$ cat config.mk
export PLATFORM = sky130hd
export DESIGN_NAME = gpr_wb_queue
export DESIGN_NICKNAME = d
export VERILOG_FILES = /design/src/rtl/gpr_wb_queue.sv
export SDC_FILE = /design/constraint.sdc
export NUM_CORES = 1
export LEC_CHECK = 0
export CAP_MARGIN = 30
export CORE_UTILIZATION = 31
export CTS_BUF_LIST = sky130_fd_sc_hd__clkbuf_4 sky130_fd_sc_hd__clkbuf_8
export DETAILED_ROUTE_END_ITERATION = 16
export HOLD_SLACK_MARGIN = 0.1
export PLACE_DENSITY = 0.57
export SYNTH_ARGS = -nofsm -noshare
export SYNTH_HDL_FRONTEND = slang
export SYNTH_SLANG_ARGS = --single-unit
$ cat constraint.sdc
create_clock -name clk -period 4.69 [get_ports clk]
set_clock_uncertainty 0.15 [all_clocks]
set_input_delay 0.938 -clock clk [delete_from_list [all_inputs] [get_ports clk]]
set_output_delay 0.938 -clock clk [all_outputs]
set_load 0.1 [all_outputs]
$ cat src/rtl/gpr_wb_queue.sv
// gpr_wb_queue: in-order writeback FIFO in front of the GPR file's single
// write port. Accepts up to two results per cycle (ALU first, then load),
// drains one per cycle, and offers a busy/forward lookup for two source IDs.
module gpr_wb_queue #(
    parameter int GPR_BITS    = 32,
    parameter int GPR_ID_BITS = 5,
    parameter int DEPTH       = 4
) (
    input  logic                   clk,
    input  logic                   rst_n,
    input  logic                   alu_valid,
    output logic                   alu_ready,
    input  logic [GPR_ID_BITS-1:0] alu_id,
    input  logic [GPR_BITS-1:0]    alu_val,
    input  logic                   mem_valid,
    output logic                   mem_ready,
    input  logic [GPR_ID_BITS-1:0] mem_id,
    input  logic [GPR_BITS-1:0]    mem_val,
    output logic                   gpr_we,
    output logic [GPR_ID_BITS-1:0] gpr_write_id,
    output logic [GPR_BITS-1:0]    gpr_write_val,
    input  logic [GPR_ID_BITS-1:0] rd1_id,
    input  logic [GPR_ID_BITS-1:0] rd2_id,
    output logic                   rd1_busy,
    output logic                   rd2_busy,
    output logic [GPR_BITS-1:0]    rd1_fwd,
    output logic [GPR_BITS-1:0]    rd2_fwd
);

    localparam int PW = $clog2(DEPTH);
    localparam int CW = PW + 1;

    typedef struct packed {
        logic [GPR_ID_BITS-1:0] id;
        logic [GPR_BITS-1:0]    val;
    } entry_t;

    entry_t         entries [DEPTH];
    logic [PW-1:0]  head;
    logic [PW-1:0]  tail;
    logic [CW-1:0]  count;

    logic           pop;
    logic           alu_push;
    logic           mem_push;
    logic [CW:0]    free;
    logic [CW:0]    mem_need;
    logic [PW-1:0]  mem_slot;

    // The head entry is presented to the GPR file whenever the queue is non-empty.
    assign gpr_we = (count != '0);
    assign pop    = gpr_we;

    // Slots available this cycle count the one freed by the concurrent pop.
    assign free     = (CW+1)'(DEPTH) - {1'b0, count} + (CW+1)'(gpr_we);
    assign mem_need = (CW+1)'(1) + (CW+1)'(alu_valid && (alu_id != '0));

    // x0 results are acknowledged unconditionally since they are never stored.
    assign alu_ready = (free >= (CW+1)'(1)) || (alu_id == '0);
    assign mem_ready = (free >= mem_need)   || (mem_id == '0);

    assign alu_push = alu_valid && alu_ready && (alu_id != '0);
    assign mem_push = mem_valid && mem_ready && (mem_id != '0);

    // The load entry lands behind the ALU entry when both push in one cycle.
    assign mem_slot = tail + PW'(alu_push);

    // Drive the GPR write port from the head entry, zero when empty.
    always_comb begin
        // NOTE: every comb output gets a default first so no latch is inferred.
        gpr_write_id  = '0;
        gpr_write_val = '0;
        if (gpr_we) begin
            gpr_write_id  = entries[head].id;
            gpr_write_val = entries[head].val;
        end
    end

    // Scan stored entries oldest to youngest; the last hit is the youngest.
    always_comb begin
        logic [PW-1:0] idx;
        rd1_busy = 1'b0;
        rd2_busy = 1'b0;
        rd1_fwd  = '0;
        rd2_fwd  = '0;
        idx      = '0;
        for (int i = 0; i < DEPTH; i++) begin
            if (CW'(i) < count) begin
                idx = head + PW'(i);
                if ((rd1_id != '0) && (entries[idx].id == rd1_id)) begin
                    rd1_busy = 1'b1;
                    rd1_fwd  = entries[idx].val;
                end
                if ((rd2_id != '0) && (entries[idx].id == rd2_id)) begin
                    rd2_busy = 1'b1;
                    rd2_fwd  = entries[idx].val;
                end
            end
        end
    end

    // Queue storage, pointers and occupancy.
    always_ff @(posedge clk or negedge rst_n) begin
        if (!rst_n) begin
            head  <= '0;
            tail  <= '0;
            count <= '0;
            // NOTE: the entry array is small and reset to zero so stale values
            // never appear on the forward paths after reset.
            for (int i = 0; i < DEPTH; i++) begin
                entries[i] <= '0;
            end
        end else begin
            // NOTE: non-blocking updates keep every register sampling pre-edge values.
            if (alu_push) begin
                entries[tail] <= '{id: alu_id, val: alu_val};
            end
            if (mem_push) begin
                entries[mem_slot] <= '{id: mem_id, val: mem_val};
            end
            head  <= head + PW'(pop);
            tail  <= tail + PW'(alu_push) + PW'(mem_push);
            count <= count + CW'(alu_push) + CW'(mem_push) - CW'(pop);
        end
    end

endmodule

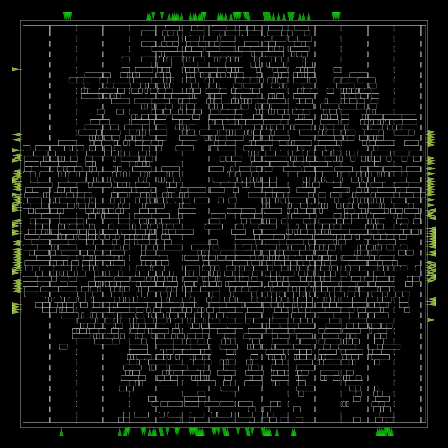
(images/final_placement.png)
number of core rows: 76
filler cell count: 4193
well-tap cell count: 585
flip-flops: 155
number of non-filler instances in the completed layout: 2356

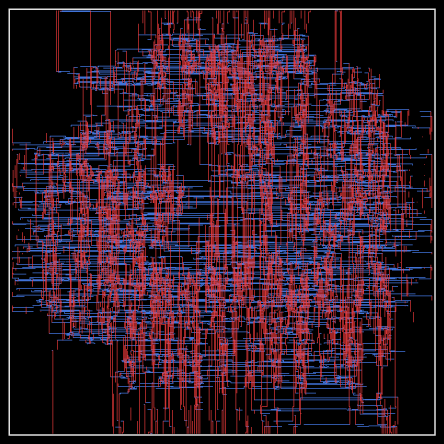
(images/metal_stack.png)
Scale: 2 px per um. Only two layers are drawn.
red -> met2  # wire length 25.6 mm
blue -> met1  # wire length 23.8 mm

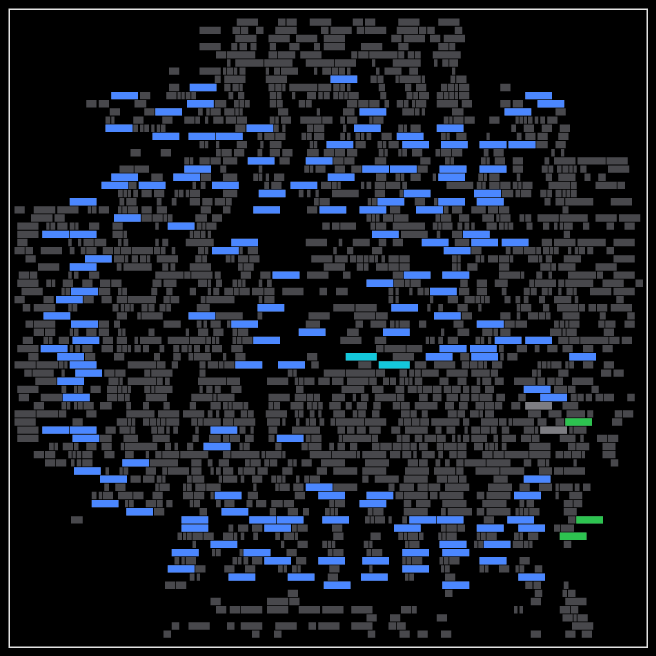
(images/registers.png)
Scale: 3 px per um. Other sequential cells in the stronger grey, the rest of the logic in the fainter grey.
blue -> `entries`  # flops 148, where widely spread
green -> `count`  # flops 3
cyan -> `head`  # flops 2
not coloured = 2

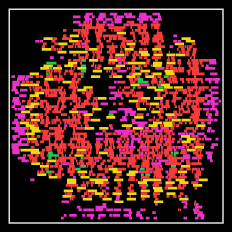
(images/cell_classes.png)
Scale: 1 px per um.
green -> clock drivers and dummy loads  # cells 31, share of their area 2.1%
red -> all other logic  # cells 1287, share of their area 56%
yellow -> flops  # cells 155, share of their area 21%
magenta -> other buffers and delay cells  # cells 298, share of their area 21%

-- metal layers --
metal / vias to the layer above / GRT usage [%]
met5: - / 0
met4: 0 / 6.55
met3: 65 / 3.88
met2: 484 / 38.6
met1: 6558 / 31.2
li1: 6169 / -
-- layout make-up --
type | count | area [um^2] | area share, %
sequential | 155 | 3890 | 20.3
timing repair buffer | 298 | 3790 | 19.8
clock buffer | 19 | 255 | 1.33
multi-input combinational | 1272 | 10300 | 53.9
clock inverter | 12 | 124 | 0.645
tap | 585 | 732 | 3.81
inverter | 15 | 58.8 | 0.306
-- metrics by stage --
stage	cells
2_1_floorplan	1602
3_3_place_gp	2295
3_5_place_dp	2295
4_1_cts	2339
5_1_grt	2356
6_report	2356
==> results.rst <==
Synthesis and place-and-route
=============================

.. list-table::
   :header-rows: 1

   * - Metric
     - Value
   * - Top metal layer carrying routed signals
     - met4
   * - Minimum setup slack in the final design
     - 0.0208 ns
   * - Worst setup endpoint
     - rd1_fwd[31]
   * - Post-CTS Setup Inserts
     - 13
   * - Clock Root Buffer
     - sky130_fd_sc_hd__clkbuf_8
   * - Clock sink count
     - around 160
   * - Area of the mapped netlist
     - roughly 14000 um^2
   * - Length in cells of the worst reg-to-reg path
     - 11
   * - Top-level port count
     - between 150 and 200
   * - Fraction of the yosys area taken by sequential cells
     - 28.3%
   * - YS warnings
     - 0
   * - Mux frac, synth
     - 29.1%
   * - Unrepaired setup endpoints after global routing
     - true
   * - Outcome
     - finished clean
   * - Largest registers
     - entries x148, count x3
   * - Routed via count
     - about 13000
   * - CP Data Arrival Time
     - ~3.6 ns
   * - Synthesis-to-finish area growth
     - 40.2%
   * - Xor and xnor area share after synthesis
     - under 10%
   * - Clock Path Buffers
     - 2
   * - Global Route Usage Sum
     - 23.4%
   * - Leading cell type by number of instances after synthesis
     - sky130_fd_sc_hd__mux2i_1
   * - Max-slew headroom
     - around two fifths
   * - Max frequency
     - about 210 MHz
   * - Core utilization of the finished layout
     - around 44%
   * - Class of the tightest hold or removal check
     - input pin to asynchronous set/reset pin
   * - TritonCTS buffer count
     - 17
   * - Number of flip-flops in the largest register
     - ~150
   * - Leading register cell type out of synthesis
     - sky130_fd_sc_hd__dfrtp_1
   * - Final worst path period share
     - between 90% and 100%
   * - Total gr overflow
     - 0
   * - Pre-CTS worst setup slack
     - -0.0991 ns
   * - Mean cell area of the mapped netlist
     - roughly 8.5 um^2
   * - Fraction of synthesized cell area taken by the top area cell type
     - 28.3%
   * - Category of cells accounting for the largest share of critical-path delay
     - buffers and inverters
   * - R2R Path Start
     - count[2]$_DFF_PN0_
   * - Number of logic stages on the critical path including buffering
     - 11
   * - Detail-routed net length per standard cell
     - 22.7 um
   * - Post-Route Hold Slack
     - 0.288 ns
   * - Launching instance or port of the critical path
     - rd1_id[3]
   * - Number of enable flip-flop cells
     - 0
   * - Sum of negative setup slack
     - 0 ns
